Fig. 1: sizing map
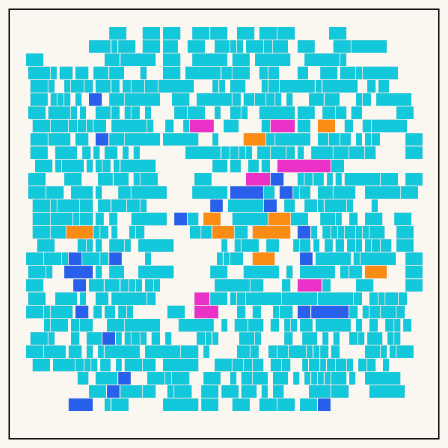
Fig. 2: close-up of the layout
Region (56, 56) to (76, 76) microns. Cells in gray, sequential cells in the stronger gray; small squares are vias.
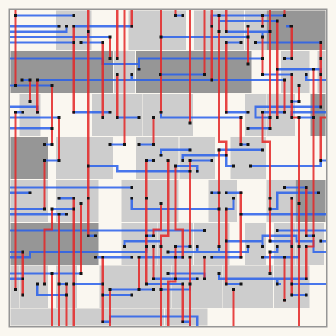
Fig. 3: cell density map
The die is cut into 9 by 9 equal tiles; white is low, dark blue is high, 0 to 100% covered.
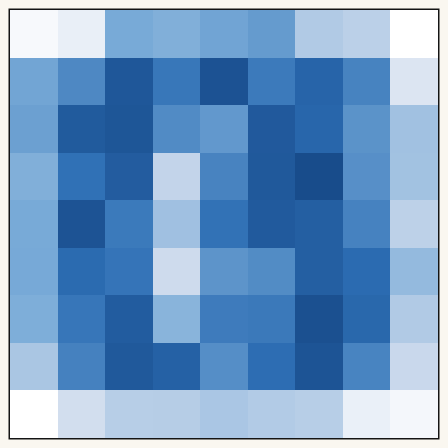
Fig. 4: pin map
Scale bar: 20 microns. Pins as bars across the die edge, other pins in gray.
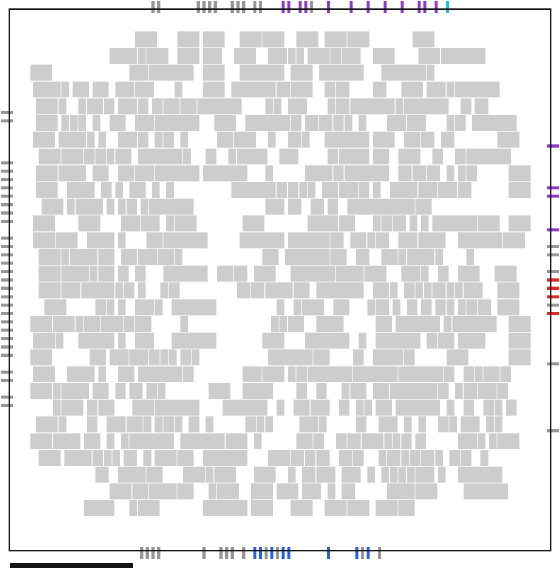
Fig. 5: placed standard cells
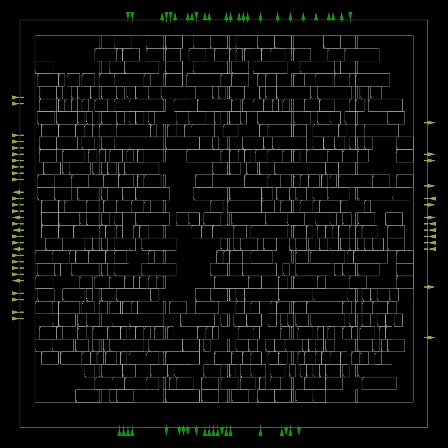
## src/rtl/term_pkg.sv

```systemverilog
// Shared types and elaboration helpers for the term sequencer.
package term_pkg;

    typedef enum logic [1:0] {
        S_IDLE,
        S_ISSUE,
        S_DRAIN,
        S_OUTPUT
    } state_t;

    function automatic int clog2(input int v);
        int r;
        r = 0;
        while ((1 << r) < v) r++;
        return r;
    endfunction

    function automatic bit widths_ok(input int dw, input int sw, input int tw);
        return (sw >= clog2(dw)) && (tw >= clog2(dw + 1));
    endfunction

endpackage

```

## src/rtl/term_lod.sv

```systemverilog
// Leading-one detector: index of the highest set bit plus a nonzero flag.
module term_lod #(
    parameter int DATA_WIDTH  = 8,
    parameter int SHIFT_WIDTH = 3
) (
    input  logic [DATA_WIDTH-1:0]  data,
    output logic [SHIFT_WIDTH-1:0] idx,
    output logic                   nz
);

    always_comb begin
        idx = '0;
        nz  = |data;
        for (int i = 0; i < DATA_WIDTH; i++) begin
            if (data[i]) idx = SHIFT_WIDTH'(i);
        end
    end

endmodule

```

## src/rtl/term_sequencer.sv

```systemverilog
// Decomposes signed operands MSB-first into power-of-two terms under a
// per-operand budget and reports pos-neg of the accumulator per group.
module term_sequencer
    import term_pkg::*;
#(
    parameter int DATA_WIDTH     = 8,
    parameter int SHIFT_WIDTH    = 3,
    parameter int ACC_BIT_WIDTH  = 16,
    parameter int TERM_CNT_WIDTH = 4
) (
    input  logic                      clk,
    input  logic                      reset,
    input  logic                      in_valid,
    output logic                      in_ready,
    input  logic [DATA_WIDTH-1:0]     in_data,
    input  logic                      in_last,
    input  logic [TERM_CNT_WIDTH-1:0] budget,
    output logic                      acc_clr,
    output logic                      acc_en,
    output logic                      acc_sign,
    output logic [SHIFT_WIDTH-1:0]    acc_shift,
    input  logic [ACC_BIT_WIDTH-1:0]  acc_pos,
    input  logic [ACC_BIT_WIDTH-1:0]  acc_neg,
    output logic                      out_valid,
    input  logic                      out_ready,
    output logic [ACC_BIT_WIDTH-1:0]  out_data,
    output logic [ACC_BIT_WIDTH-1:0]  out_terms
);

    if (!widths_ok(DATA_WIDTH, SHIFT_WIDTH, TERM_CNT_WIDTH)) begin : g_width_check
        $error("term_sequencer: SHIFT_WIDTH or TERM_CNT_WIDTH too narrow");
    end

    state_t                    state;
    state_t                    state_next;
    logic [DATA_WIDTH-1:0]     mag;
    logic [DATA_WIDTH-1:0]     in_mag;
    logic [DATA_WIDTH-1:0]     mag_cleared;
    logic                      neg;
    logic                      last;
    logic [TERM_CNT_WIDTH-1:0] left;
    logic [SHIFT_WIDTH-1:0]    lod_idx;
    logic                      lod_nz;
    logic                      accept;
    logic                      skip;
    logic                      op_done;

    term_lod #(
        .DATA_WIDTH (DATA_WIDTH),
        .SHIFT_WIDTH(SHIFT_WIDTH)
    ) u_lod (
        .data(mag),
        .idx (lod_idx),
        .nz  (lod_nz)
    );

    // The most negative operand negates to itself, which reads correctly as unsigned.
    assign in_mag = in_data[DATA_WIDTH-1] ? (~in_data) + DATA_WIDTH'(1) : in_data;

    assign accept      = in_valid && in_ready;
    assign skip        = (in_mag == '0) || (budget == '0);
    assign mag_cleared = mag & ~(DATA_WIDTH'(1) << lod_idx);
    assign op_done     = (mag_cleared == '0) || (left == TERM_CNT_WIDTH'(1));

    always_comb begin
        state_next = state;
        in_ready   = 1'b0;
        acc_en     = 1'b0;
        acc_sign   = 1'b0;
        acc_shift  = '0;
        acc_clr    = 1'b0;
        out_valid  = 1'b0;
        unique case (state)
            S_IDLE: begin
                in_ready = ~reset;
                if (accept) begin
                    if (!skip)        state_next = S_ISSUE;
                    else if (in_last) state_next = S_DRAIN;
                end
            end
            S_ISSUE: begin
                acc_en    = lod_nz;
                acc_sign  = ~neg;
                acc_shift = lod_idx;
                if (op_done) state_next = last ? S_DRAIN : S_IDLE;
            end
            S_DRAIN: state_next = S_OUTPUT;
            S_OUTPUT: begin
                out_valid = 1'b1;
                if (out_ready) begin
                    acc_clr    = 1'b1;
                    state_next = S_IDLE;
                end
            end
            default: state_next = S_IDLE;
        endcase
    end

    always_ff @(posedge clk) begin
        if (reset) begin
            state     <= S_IDLE;
            mag       <= '0;
            neg       <= 1'b0;
            last      <= 1'b0;
            left      <= '0;
            out_data  <= '0;
            out_terms <= '0;
        end else begin
            state <= state_next;
            if (state == S_IDLE && accept) begin
                mag  <= in_mag;
                neg  <= in_data[DATA_WIDTH-1];
                last <= in_last;
                left <= budget;
            end else if (state == S_ISSUE) begin
                mag  <= mag_cleared;
                left <= left - TERM_CNT_WIDTH'(1);
                if (out_terms != '1) out_terms <= out_terms + ACC_BIT_WIDTH'(1);
            end else if (state == S_DRAIN) begin
                // Last term landed in the accumulator on the previous edge.
                out_data <= acc_pos - acc_neg;
            end else if (state == S_OUTPUT && out_ready) begin
                out_terms <= '0;
            end
        end
    end

endmodule

```

## config.mk

```make
export PLATFORM = sky130hd
export DESIGN_NAME = term_sequencer
export DESIGN_NICKNAME = d
export VERILOG_FILES = /design/src/rtl/term_pkg.sv /design/src/rtl/term_lod.sv /design/src/rtl/term_sequencer.sv
export SDC_FILE = /design/constraint.sdc
export NUM_CORES = 1
export LEC_CHECK = 0
export CAP_MARGIN = 30
export CORE_MARGIN = 3
export CORE_UTILIZATION = 49
export DETAILED_ROUTE_END_ITERATION = 8
export PLACE_DENSITY = 0.81
export SLEW_MARGIN = 15
export SYNTH_ARGS = -nofsm -noshare
export SYNTH_HDL_FRONTEND = slang
export SYNTH_SLANG_ARGS = --single-unit
```

## constraint.sdc

```tcl
create_clock -name clk -period 2.6 [get_ports clk]
set_clock_uncertainty 0.15 [all_clocks]
set_input_delay 0.26 -clock clk [delete_from_list [all_inputs] [get_ports clk]]
set_output_delay 0.26 -clock clk [all_outputs]
set_load 0.02 [all_outputs]
```

==> results_dict.tcl <==
# yosys + openroad results
set metrics [dict create \
    clock_path_buffers 2 \
    critical-path-max-stage-delay_ns 0.47 \
    crit_end "out_data[10]$_SDFFE_PP0P_" \
    area_leaders "dfxtp_1, ha_1, nor2_1" \
    avgSynthCellArea_sq_um 7.66 \
    syn_area_sq_um 3270 \
    num_rows 29 \
    cts_hold_buf 0 \
    crit_chain "clkdlybuf4s50_1 > inv_1 > ha_1 > fa_1 > nand2b_4 > a21oi_4 > o211ai_1 > a21oi_1 > buf_4 > xor2_1 > nand2_1 > a21oi_1" \
    instances_no_fill 596 \
    ys_async_sr_fraction_pct 0 \
    rr_endpoint "out_terms[15]$_SDFFE_PP0P_" \
    dp.final_hpwl_microns 6290 \
    ys_seq_share_pct 29.4 \
    critPathLaunchType "input port" \
    tap_cells 77 \
    clock-sinks 48 \
    grt_max_degree 35 \
    clk_share_pct 2.63 \
    cp_max_fo 4 \
    logic_area_sq_um 2090 \
    setup_tns_ns 0 \
    crit_arrival_ns 2.58 \
    critPathKind "in -> reg" \
    critPathRequiredTime_ns 2.69 \
    crit_top_cell "a21oi_1" \
    r2r_slack_ns 0.42 \
    cts_tree "yes" \
    rr_startpoint "out_terms[7]$_SDFFE_PP0P_" \
    first_pass_iters 4 \
    slowest_stage "clkdlybuf4s50_1" \
    dominant_cells "multi-input combinational cells" \
    drive_gt1_share_pct 7.32 \
    cts_setup_buffers 0 \
    drcViolationCount 0 \
    synth_nets 496 \
    reg2reg_depth 7 \
    period_needed_ns 2.49 \
    max_slew_margin_pct 65.0 \
    cts_buffers 5 \
    yosys.area.top_type "dfxtp_1" \
    fmax_mhz 402 \
    synth.most_common_cell "nor2_1" \
    track_usage_pct 20.8 \
    dpl_cell_area_sq_um 4240 \
    antenna_cells 0 \
    clkLatencyLatePin_ns 0.30 \
    slew_violations 0 \
    seq_share_pct 22.0 \
    grt_pass1_vias 3043 \
    cts_max_level 2 \
    inv_count 27 \
    place_ws_ns -0.323 \
    fin_nets 587 \
    wl_microns 8040 \
    top_area_share_pct 29.4 \
    logic_gates 331 \
    outcome "complete, no violations" \
    hp-start "out_data[3]$_SDFFE_PP0P_" \
    power.total_mw 2.60 \
    min_path_cells 2 \
    place_congestion 0.932 \
    grt_pass1_wl_microns 13100 \
    vias_per_cell 5.54 \
    syn_inst 427 \
    die_w_microns 87.7 \
    synth_cell_types 62 \
    clkbuf_count 5 \
    clk_pin_slew_ns 0.10 \
]
-- Fig. 1 (at the start) --
x6 and larger: shown in magenta, cells 7, share 1.3%. x1 and smaller: shown in cyan, cells 481, share 93%. x3 and x4: shown in blue, cells 22, share 4.2%. x2: shown in orange, cells 9, share 1.7%.
PnR worst setup slack: 0.111 ns
number of signal-net buffers in the layout: 105
Layout area overhead: 33.8%
final instance area: 4380 sq um

-- Fig. 2 (at the start) --
M2: shown in red. M1: shown in blue.
Sequential cells in the window: 4. 35 logic cells have their middle in the window. Most frequent: nand4_1 (5), nor2_1 (4), dfxtp_1 (4). Netlist names of flops here include `out_terms` (4).

-- Fig. 3 (at the start) --
The fullest tile reaches 89%. 2.5% of the tiles are nearly empty. The mean over all tiles is 56%.
core area: 6420 sq um
fp util: 50.9%
fin util: 68.2%

-- Fig. 4 (at the start) --
`in_data`: shown in blue, pins 8, direction input, edge south. `budget`: shown in red, pins 4, direction input, edge east. `out_terms`: shown in purple, pins 16, direction output, edge 12 north, 4 east. `clk`: shown in cyan, pins 1, direction input, edge north.
All pins by edge: 29 west, 25 north, 21 south, 14 east.

-- Fig. 5 (at the start) --
fillers: 535
Seq cells: 48

## sequential cells by signal (all words and copies together) (netlist names)
name,count
neg,1
mag,8
left,4
out_data,16
out_terms,16
last,1
state,2
## layout by cell type, fill, tap and decap left out, drive strengths merged, types with 3 or more instances in the layout
cell / count
clkdlybuf4s50: 88
nor2: 57
nand2: 50
dfxtp: 48
a21oi: 42
inv: 28
ha: 19
buf: 17
o21ai: 17
xnor2: 13
xor2: 13
a211oi: 12
nor3: 11
or3: 9
nand2b: 9
nand3: 8
nand4: 7
o211ai: 6
o21a: 5
clkbuf: 5
and2: 4
nand3b: 3
nor2b: 3
a21o: 3
nor3b: 3
a22o: 3
a31oi: 3
nor4: 3
## cells by family (layout without fill, tap and decap cells)
group,after synthesis,in the layout,synth area share [%]
adders and majority gates,20,20,7.88
and+or+nand+nor,172,172,25.4
xor gates and xnor gates,26,26,6.96
muxes,2,2,0.612
DFF,48,48,29.4
AOI/OAI and AO/OA,111,111,22.6
buffers and inverters,48,140,7.19
## where the power goes
part           internal, mW  switching [mW]
Clock                 0.290           0.258
Combinational         0.529           0.578
Sequential            0.838           0.108
Total                  1.66           0.945
## worst reg2reg max path: cells and delay by family, from the launching register on
family | cells | cell delay (ns)
flops | 1 | 0.41
xor+xnor | 1 | 0.16
simple gates | 6 | 1.33
## per-layer routing
metal	share of wire [%]	vias up	global-route usage [%]
li1	-	1680	-
met5	0	-	0
met4	1.7	0	6.97
met3	5.0	13	3.39
met2	50	97	37.2
met1	43	1510	25.1
## repair_timing
action | in CTS | in global routing
cloned | 0 | 0
resized | 1 | 3
setup endpoints to repair | 2 | 4
pin swaps | 0 | 3
Power is estimated from default activity; no workload was simulated.
